--- src/rtl/xgmii_xconnect.sv ---
// N-port XGMII crossconnect: each TX port forwards one runtime-selected RX port, switching only at frame
// boundaries. Define XCONNECT_STATS_EN to build the per-TX frame/abort counters.
module xgmii_xconnect #(
    parameter int unsigned NPORT = 4,
    parameter int unsigned SELW  = 3,
    parameter int unsigned CNTW  = 32
) (
    input  logic                  sys_clk,
    input  logic                  sys_rst,
    input  logic [NPORT*72-1:0]   xgmii_rx,
    input  logic [NPORT-1:0]      port_en,
    input  logic [NPORT*SELW-1:0] cfg_map,
    output logic [NPORT*72-1:0]   xgmii_tx,
    output logic [NPORT*CNTW-1:0] tx_frames,
    output logic [NPORT*CNTW-1:0] tx_aborts
);
    localparam logic [71:0] IDLE_WORD = {8'hFF, 64'h0707070707070707};
    localparam logic [71:0] ERR_WORD  = {8'hFF, 64'h07070707070707FE};

    typedef enum logic {ST_WAIT, ST_PASS} state_t;

    function automatic logic f_has_start(input logic [71:0] w);
        return (w[64] && (w[7:0] == 8'hFB)) || (w[68] && (w[39:32] == 8'hFB));
    endfunction

    logic [71:0]      w_rx [NPORT];
    logic [NPORT-1:0] w_rx_idle;
    logic [NPORT-1:0] w_rx_start;
    logic [NPORT-1:0] w_in_frame_nxt;
    logic [NPORT-1:0] r_in_frame;

    // RX frame tracker: the last START/TERM lane in a word decides the in-frame state after it
    always_comb begin
        for (int i = 0; i < int'(NPORT); i++) begin
            w_rx[i]           = xgmii_rx[i*72 +: 72];
            w_rx_idle[i]      = (w_rx[i] == IDLE_WORD);
            w_rx_start[i]     = f_has_start(w_rx[i]);
            w_in_frame_nxt[i] = r_in_frame[i];
            for (int k = 0; k < 8; k++) begin
                if (w_rx[i][64+k] && (w_rx[i][8*k +: 8] == 8'hFB) && ((k == 0) || (k == 4)))
                    w_in_frame_nxt[i] = 1'b1;
                if (w_rx[i][64+k] && (w_rx[i][8*k +: 8] == 8'hFD))
                    w_in_frame_nxt[i] = 1'b0;
            end
        end
    end

    state_t          r_state [NPORT];
    state_t          w_state_nxt [NPORT];
    logic [SELW-1:0] r_sel [NPORT];
    logic [SELW-1:0] w_sel_nxt [NPORT];
    logic [71:0]     r_tx [NPORT];
    logic [71:0]     w_tx_nxt [NPORT];
    logic [SELW-1:0] w_cfg [NPORT];
    logic [71:0]     w_src_word [NPORT];
    logic [NPORT-1:0] w_cfg_ok;
    logic [NPORT-1:0] w_cfg_idle;
    logic [NPORT-1:0] w_src_en;
    logic [NPORT-1:0] w_src_idle;
    logic [NPORT-1:0] w_src_start;
    logic [NPORT-1:0] w_src_inf;

    // Per-TX next-state/output; out-of-range selects never match a port and so never leave WAIT
    always_comb begin
        for (int t = 0; t < int'(NPORT); t++) begin
            w_cfg[t]       = cfg_map[t*SELW +: SELW];
            w_state_nxt[t] = r_state[t];
            w_sel_nxt[t]   = r_sel[t];
            w_tx_nxt[t]    = IDLE_WORD;
            w_cfg_ok[t]    = 1'b0;
            w_cfg_idle[t]  = 1'b0;
            w_src_word[t]  = IDLE_WORD;
            w_src_en[t]    = 1'b0;
            w_src_idle[t]  = 1'b0;
            w_src_start[t] = 1'b0;
            w_src_inf[t]   = 1'b0;
            for (int j = 0; j < int'(NPORT); j++) begin
                if (w_cfg[t] == SELW'(j)) begin
                    w_cfg_ok[t]   = port_en[j];
                    w_cfg_idle[t] = w_rx_idle[j];
                end
                if (r_sel[t] == SELW'(j)) begin
                    w_src_word[t]  = w_rx[j];
                    w_src_en[t]    = port_en[j];
                    w_src_idle[t]  = w_rx_idle[j];
                    w_src_start[t] = w_rx_start[j];
                    w_src_inf[t]   = r_in_frame[j];
                end
            end
            if (r_state[t] == ST_WAIT) begin
                w_sel_nxt[t] = w_cfg[t];
                if (w_cfg_ok[t] && w_cfg_idle[t])
                    w_state_nxt[t] = ST_PASS;
            end else begin
                if (!w_src_en[t]) begin
                    w_state_nxt[t] = ST_WAIT;
                    if (w_src_inf[t] || w_src_start[t])
                        w_tx_nxt[t] = ERR_WORD;
                end else if ((w_cfg[t] != r_sel[t]) && w_src_idle[t]) begin
                    w_state_nxt[t] = ST_WAIT;
                end else begin
                    w_tx_nxt[t] = w_src_word[t];
                end
            end
        end
    end

    always_ff @(posedge sys_clk or posedge sys_rst) begin
        if (sys_rst) begin
            r_in_frame <= '0;
            for (int t = 0; t < int'(NPORT); t++) begin
                r_state[t] <= ST_WAIT;
                r_sel[t]   <= '0;
                r_tx[t]    <= IDLE_WORD;
            end
        end else begin
            r_in_frame <= w_in_frame_nxt;
            for (int t = 0; t < int'(NPORT); t++) begin
                r_state[t] <= w_state_nxt[t];
                r_sel[t]   <= w_sel_nxt[t];
                r_tx[t]    <= w_tx_nxt[t];
            end
        end
    end

    always_comb begin
        for (int t = 0; t < int'(NPORT); t++)
            xgmii_tx[t*72 +: 72] = r_tx[t];
    end

`ifdef XCONNECT_STATS_EN
    logic [CNTW-1:0] r_frames [NPORT];
    logic [CNTW-1:0] r_aborts [NPORT];

    // Counters follow the registered output word, so they advance on the same edge it appears
    always_ff @(posedge sys_clk or posedge sys_rst) begin
        if (sys_rst) begin
            for (int t = 0; t < int'(NPORT); t++) begin
                r_frames[t] <= '0;
                r_aborts[t] <= '0;
            end
        end else begin
            for (int t = 0; t < int'(NPORT); t++) begin
                if (f_has_start(w_tx_nxt[t]))
                    r_frames[t] <= r_frames[t] + CNTW'(1);
                if ((r_state[t] == ST_PASS) && !w_src_en[t] && (w_src_inf[t] || w_src_start[t]))
                    r_aborts[t] <= r_aborts[t] + CNTW'(1);
            end
        end
    end

    always_comb begin
        for (int t = 0; t < int'(NPORT); t++) begin
            tx_frames[t*CNTW +: CNTW] = r_frames[t];
            tx_aborts[t*CNTW +: CNTW] = r_aborts[t];
        end
    end
`else
    assign tx_frames = '0;
    assign tx_aborts = '0;
`endif

endmodule

--- config.mk ---
export PLATFORM = sky130hd
export DESIGN_NAME = xgmii_xconnect
export DESIGN_NICKNAME = d
export VERILOG_FILES = /design/src/rtl/xgmii_xconnect.sv
export SDC_FILE = /design/constraint.sdc
export NUM_CORES = 1
export LEC_CHECK = 0
export CORE_AREA = 10 10 321 323
export CTS_BUF_LIST = sky130_fd_sc_hd__clkbuf_8 sky130_fd_sc_hd__clkbuf_16
export DETAILED_ROUTE_END_ITERATION = 8
export DIE_AREA = 0 0 331 333
export PLACE_DENSITY_LB_ADDON = 0.25
export SLEW_MARGIN = 5
export SYNTH_ARGS = -nofsm -noshare
export SYNTH_HDL_FRONTEND = slang
export SYNTH_SLANG_ARGS = --single-unit
export TNS_END_PERCENT = 100
--- constraint.sdc ---
create_clock -name sys_clk -period 19.51 [get_ports sys_clk]
set_input_delay 2.9265 -clock sys_clk [delete_from_list [all_inputs] [get_ports sys_clk]]
set_output_delay 2.9265 -clock sys_clk [all_outputs]
set_load 0.02 [all_outputs]
==> impl_metrics.tcl, run 1 <==
# flow metrics
set metrics [dict create \
    area_dominant_class "combinational gates" \
    crit_end "xgmii_tx[15]$_DFF_PP0_" \
    grt_antenna_before_repair 54 \
    synth_warnings 0 \
    warnings 26 \
    mostFrequentLayoutCells "clkdlybuf4s50_1, nor2_1, a21oi_1" \
    status "finished, final reports clean" \
    hold_slack_ns 0.6853 \
    cap_violations 0 \
    p_clk_share_pct 45.6 \
    crit_cells 9 \
    slowest_stage "nor4b_1" \
    clock_area_share_pct 5.393 \
    fa_ha_area_share_pct 0 \
    worst-path-max-fanout 25 \
    holdPathStages 2 \
    yosysSeqAreaShare_pct 36.07 \
    dr.pass1.iters 6 \
    ys_top_cells_by_count "nor2_1, a21oi_1, buf_4, mux2i_1, dfrtp_1" \
    pg_comb_mw 0.421 \
    signal_buffers 635 \
    synth.cellmix.simpleShare_pct 19.64 \
    slowest_delay_ns 1.27 \
    dpl.hpwl_mm 112.3 \
    hold_buffers 0 \
    die_area_um2 110200 \
    drtIter0Drc 2675 \
    wl_met3_mm 14.11 \
    ys_ff 308 \
    dpl-instance-area_um2 28050 \
    grtUsageTotal_pct 25.43 \
    edf_count 0 \
    logic_area_um2 12190 \
    n_fill_cell 10230 \
    fp.coreArea_um2 96280 \
    clkSinkCount 308 \
    period_used_pct 35.51 \
    ir_worst_vdd_uv 62.90 \
    comb_share_pct 41.07 \
    nWellTaps 1276 \
    hold-path-endpoint "r_in_frame[3]$_DFFE_PP0P_" \
    drt.antenna.violating_nets 0 \
    post-cts-setup-buffer-count 0 \
    finalWirelength_mm 148.2 \
    utilization_pct 30.84 \
    pg_seq_mw 0.658 \
    clkbuf_count 52 \
    initial_core_util_pct 22.66 \
    drive_gt1_share_pct 12.51 \
    fp.dieW_um 331 \
    grt_pass1_vias 22390 \
    endpoint_kind "register" \
    top_area_cell "dfrtp_1" \
    logic_gate_count 1964 \
    synth.avg_cell_area_um2 8.821 \
    seqPwrFrac_pct 33.1 \
    met2_wirelength_mm 69.25 \
    worstHoldStart "r_in_frame[3]$_DFFE_PP0P_" \
    mux_area_share_pct 18.65 \
    vias_per_cell 5.206 \
    gr-usage-met3_pct 6.842 \
    io_pins 850 \
    p_sw_mw 0.6386 \
    yosys-stat-area_um2 21810 \
    crit_family "simple AND/OR/NAND/NOR gates" \
    grt_max_degree 83 \
    top_cell_area_share_pct 20.65 \
    cp_data_arrival_time_ns 7.41 \
    power.internal_mw 1.347 \
    finalSetupViolations 0 \
    fp.dieH_um 333 \
    tightest_slew_ns 1.375 \
    cts_buffer_depth 3 \
    compound_area_share_pct 12.68 \
    fin_crit_ns 6.928 \
    lay_top_count "clkdlybuf4s50_1" \
    crit_buf_inv 2 \
    required_ns 19.99 \
    top_layer "met5" \
    grt.busiest_layer "met2" \
    r2r-start "r_sel[10]$_DFFE_PP0N_" \
    hp-class "register to register" \
    power-top-group "clock" \
    synthToLayoutAreaGrowth_pct 36.13 \
    place_congestion 0.9197 \
    sw_frac_of_total_pct 32.17 \
    synth.area.top_cells "dfrtp_1, dfstp_2, mux2i_1" \
    cts_tree "yes" \
    p_total_mw 1.985 \
    synth_cell_types 64 \
    setup_ws_ns 12.58 \
    startpoint_type "input port" \
    cts.repair.resized 0 \
    reg2reg_to "xgmii_tx[15]$_DFF_PP0_" \
    syn-cell-area_um2 21810 \
    worst-r2r-cell-count 8 \
    syn_inst 2473 \
    grt_use_met2_pct 41.84 \
    final-nonclk-buf-share_pct 21.05 \
    relSlewSlack_pct 7.037 \
    port_buffers 593 \
    drc_errors 0 \
    rsz0062_at_grt "no" \
    slew_violations 0 \
    fin_area_um2 29690 \
    use_met1_pct 31.08 \
    xor_share_pct 0.1606 \
    grt_pass1_wl_mm 196.6 \
    largest_reg_flops 288 \
    ff_type "dfrtp_1" \
    wl_per_cell_um 34.40 \
    htreeDepth 2 \
    wl_met1_mm 57.86 \
    num_rows 114 \
    power.leakage_nw 11.91 \
    crit_type "input port to register" \
    synthArstFlopShare_pct 100.0 \
    top_logic_kind "simple AND/OR/NAND/NOR gates" \
    num_antenna_cells 17 \
    fin_nets 3287 \
]
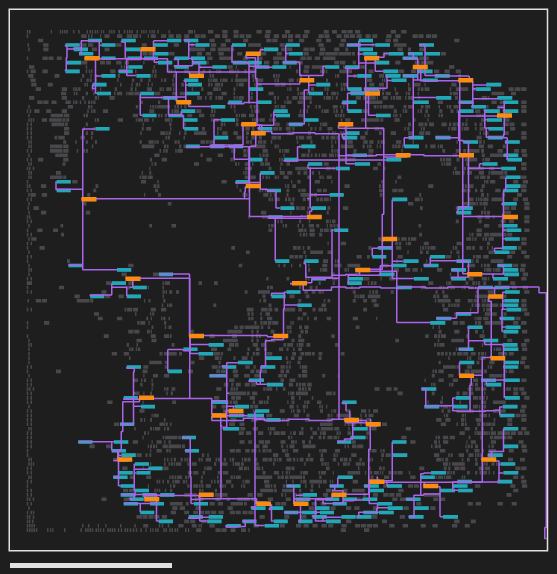
run_1/clock_wires.png
Bar = 100 um.
Purple marks clock wires, length 6120 um. Cyan marks flip-flops, count 308. Orange marks clock-net drivers, count 44.
There are 45 routed clock nets. Position of the flops: widely spread.

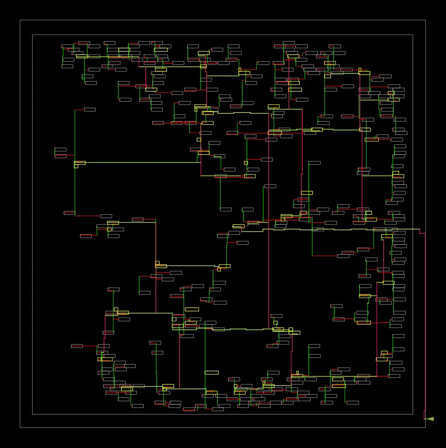
run_1/clock_nets.png
Layout Skew: 0.02862 ns
worst-skew pair later-pin latency: 0.62 ns
Seq Cell Count: 308
P_clk: 0.906 mW
TritonCTS Buffers: 44

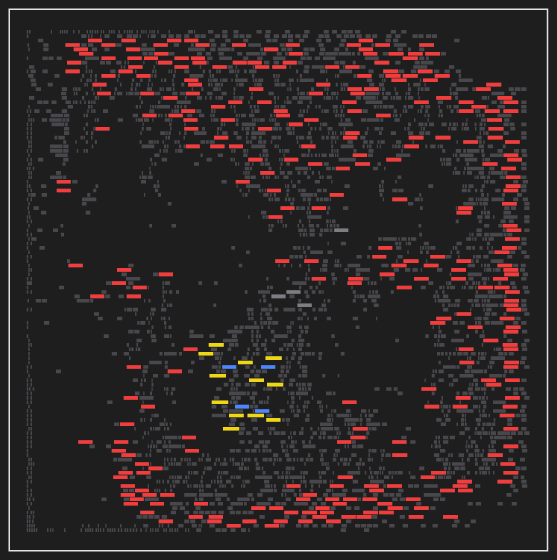
run_1/ff_map.png
Other sequential cells in the stronger grey, the rest of the logic in the fainter grey.
Red marks xgmii_tx, sequential cells 288, where widely spread. Yellow marks r_sel, sequential cells 12. Blue marks r_state, sequential cells 4.
Another 4 sequential cells are not coloured.
Flop area: 7896 um^2
Seq/total area: 26.59%

run_1/m4.png
Supply wires on this layer in grey.
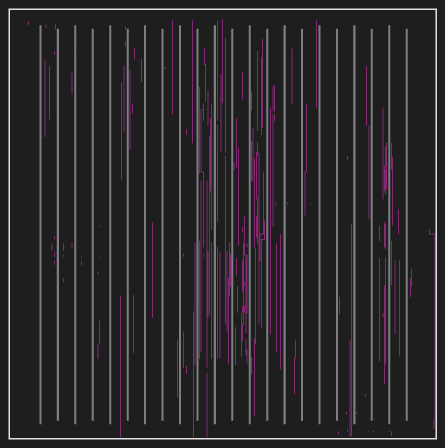

==> inputs of run 2 (changes only) <==
--- a/config.mk
+++ b/config.mk
@@ -5,10 +5,10 @@
 export SDC_FILE = /design/constraint.sdc
 export NUM_CORES = 1
 export LEC_CHECK = 0
-export CORE_AREA = 10 10 321 323
+export CORE_AREA = 10 10 325 327
 export CTS_BUF_LIST = sky130_fd_sc_hd__clkbuf_8 sky130_fd_sc_hd__clkbuf_16
 export DETAILED_ROUTE_END_ITERATION = 8
-export DIE_AREA = 0 0 331 333
+export DIE_AREA = 0 0 335 337
 export PLACE_DENSITY_LB_ADDON = 0.25
 export SLEW_MARGIN = 5
 export SYNTH_ARGS = -nofsm -noshare
==> constraint.sdc (replaced) <==
create_clock -name sys_clk -period 6.95 [get_ports sys_clk]
set_input_delay 1.0425 -clock sys_clk [delete_from_list [all_inputs] [get_ports sys_clk]]
set_output_delay 1.0425 -clock sys_clk [all_outputs]
set_load 0.02 [all_outputs]
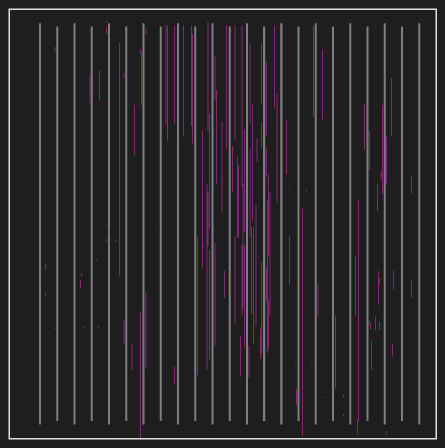
run_2/m4.png
Supply wires on this layer in grey.
The layer carries 5250 um of wire. The wires run mostly vertical. The layer holds 3.6% of the routed length. 95 nets have wire on it.
via count: 22030
total length of routed wires: 146.1 mm

==> run 2 against run 1 <==
Against the previous run: flip-flop count stayed put; combinational power went up to 2.8 times the previous value; final area is 0.28% lower; power went up to 2.7 times the previous value; synthesized cell count stayed put; die area is 2.4% higher; cell count is 0.39% higher; setup slack worse by 11 ns; non-clock buffer count is 2 lower; global-route usage is 0.80 points lower; sequential share of layout area is 0.074 points higher; via count is 1.7% lower; critical path type unchanged; critical endpoint is now xgmii_tx[164]$_DFF_PP0_; largest power group unchanged; highest routed layer unchanged.
==> impl_metrics.tcl, run 2 <==
# flow metrics
set metrics [dict create \
    cts_buffers 41 \
    flop_area_um2 7896 \
    port_buffers 593 \
    r2r-start "r_sel[4]$_DFFE_PP0N_" \
    status "finished, final reports clean" \
    clk_latency_ns 0.61 \
    clkbuf_count 51 \
    logic_area_um2 12200 \
    worstHoldStart "r_state[3]$_DFF_PP0_" \
    p_sw_mw 1.732 \
    wl_met3_mm 13.18 \
    clock_area_share_pct 4.901 \
    ys_top_cells_by_count "nor2_1, a21oi_1, buf_4, mux2i_1, dfrtp_1" \
    clkSinkCount 308 \
    use_met1_pct 29.60 \
    dr.pass1.iters 8 \
    compound_area_share_pct 12.68 \
    yosysSeqAreaShare_pct 36.07 \
    slowest_stage "nor4b_1" \
    cts.repair.resized 0 \
    io_pins 850 \
    pg_comb_mw 1.17 \
    num_antenna_cells 17 \
    wl_per_cell_um 33.78 \
    hp-class "register to register" \
    power_clock_mw 2.33 \
    seqPwrFrac_pct 34.6 \
    area_dominant_class "combinational gates" \
    num_rows 116 \
    endpoint_kind "register" \
    top_logic_kind "simple AND/OR/NAND/NOR gates" \
    nWellTaps 1298 \
    cp_data_arrival_time_ns 5.45 \
    power.internal_mw 3.617 \
    top_layer "met5" \
    worst-path-max-fanout 25 \
    hold_slack_ns 0.7093 \
    mux_area_share_pct 18.65 \
    synthToLayoutAreaGrowth_pct 35.75 \
    pg_seq_mw 1.85 \
    final-nonclk-buf-share_pct 21.23 \
    sw_frac_of_total_pct 32.38 \
    hold_buffers 0 \
    warnings 34 \
    signal_buffers 633 \
    initial_core_util_pct 21.97 \
    drtIter0Drc 2409 \
    crit_family "simple AND/OR/NAND/NOR gates" \
    logic_gate_count 1964 \
    p_clk_share_pct 43.6 \
    power-top-group "clock" \
    cts_buffer_depth 3 \
    wl_met1_mm 57.21 \
    synth.cellmix.simpleShare_pct 19.64 \
    synth_warnings 0 \
    power.leakage_nw 11.86 \
    grt_use_met2_pct 41.66 \
    grt_max_degree 109 \
    drt.antenna.violating_nets 0 \
    post-cts-setup-buffer-count 0 \
    cap_violations 0 \
    grt_antenna_before_repair 51 \
    n_sequential_cell 308 \
    largest_reg_flops 288 \
    fin_nets 3282 \
    place_congestion 0.8816 \
    drc_errors 0 \
    ff_type "dfrtp_1" \
    grtUsageTotal_pct 24.64 \
    top_area_cell "dfrtp_1" \
    startpoint_type "input port" \
    crit_type "input port to register" \
    fp.coreArea_um2 99280 \
    yosys-stat-area_um2 21810 \
    ir_worst_vdd_uv 134.9 \
    holdPathStages 1 \
    fp.dieW_um 335 \
    synthArstFlopShare_pct 100.0 \
    crit_cells 9 \
    hold-path-endpoint "r_sel[9]$_DFFE_PP0N_" \
    utilization_pct 29.83 \
    fa_ha_area_share_pct 0 \
    period_used_pct 71.61 \
    rsz0062_at_grt "no" \
    tightest_slew_ns 1.366 \
    syn-cell-area_um2 21810 \
    finalSetupViolations 0 \
    fin_area_um2 29610 \
    gr-usage-met3_pct 7.147 \
    synth_cell_types 64 \
    max_freq_mhz 200.9 \
    dpl-instance-area_um2 28120 \
    crit_end "xgmii_tx[164]$_DFF_PP0_" \
    skew_ns 0.03251 \
    comb_share_pct 41.21 \
    relSlewSlack_pct 7.645 \
    grt_pass1_wl_mm 195.6 \
    cts_tree "yes" \
    seq_area_share_pct 26.67 \
    reg2reg_to "xgmii_tx[163]$_DFF_PP0_" \
    die_area_um2 112900 \
    required_ns 7.42 \
    worst-r2r-cell-count 8 \
    ys_ff 308 \
    synth.avg_cell_area_um2 8.821 \
    n_fill_cell 10610 \
    slowest_delay_ns 1.15 \
    crit_buf_inv 2 \
    p_total_mw 5.349 \
    met2_wirelength_mm 70.07 \
    lay_top_count "clkdlybuf4s50_1" \
]
Power is estimated from default activity; no workload was simulated.
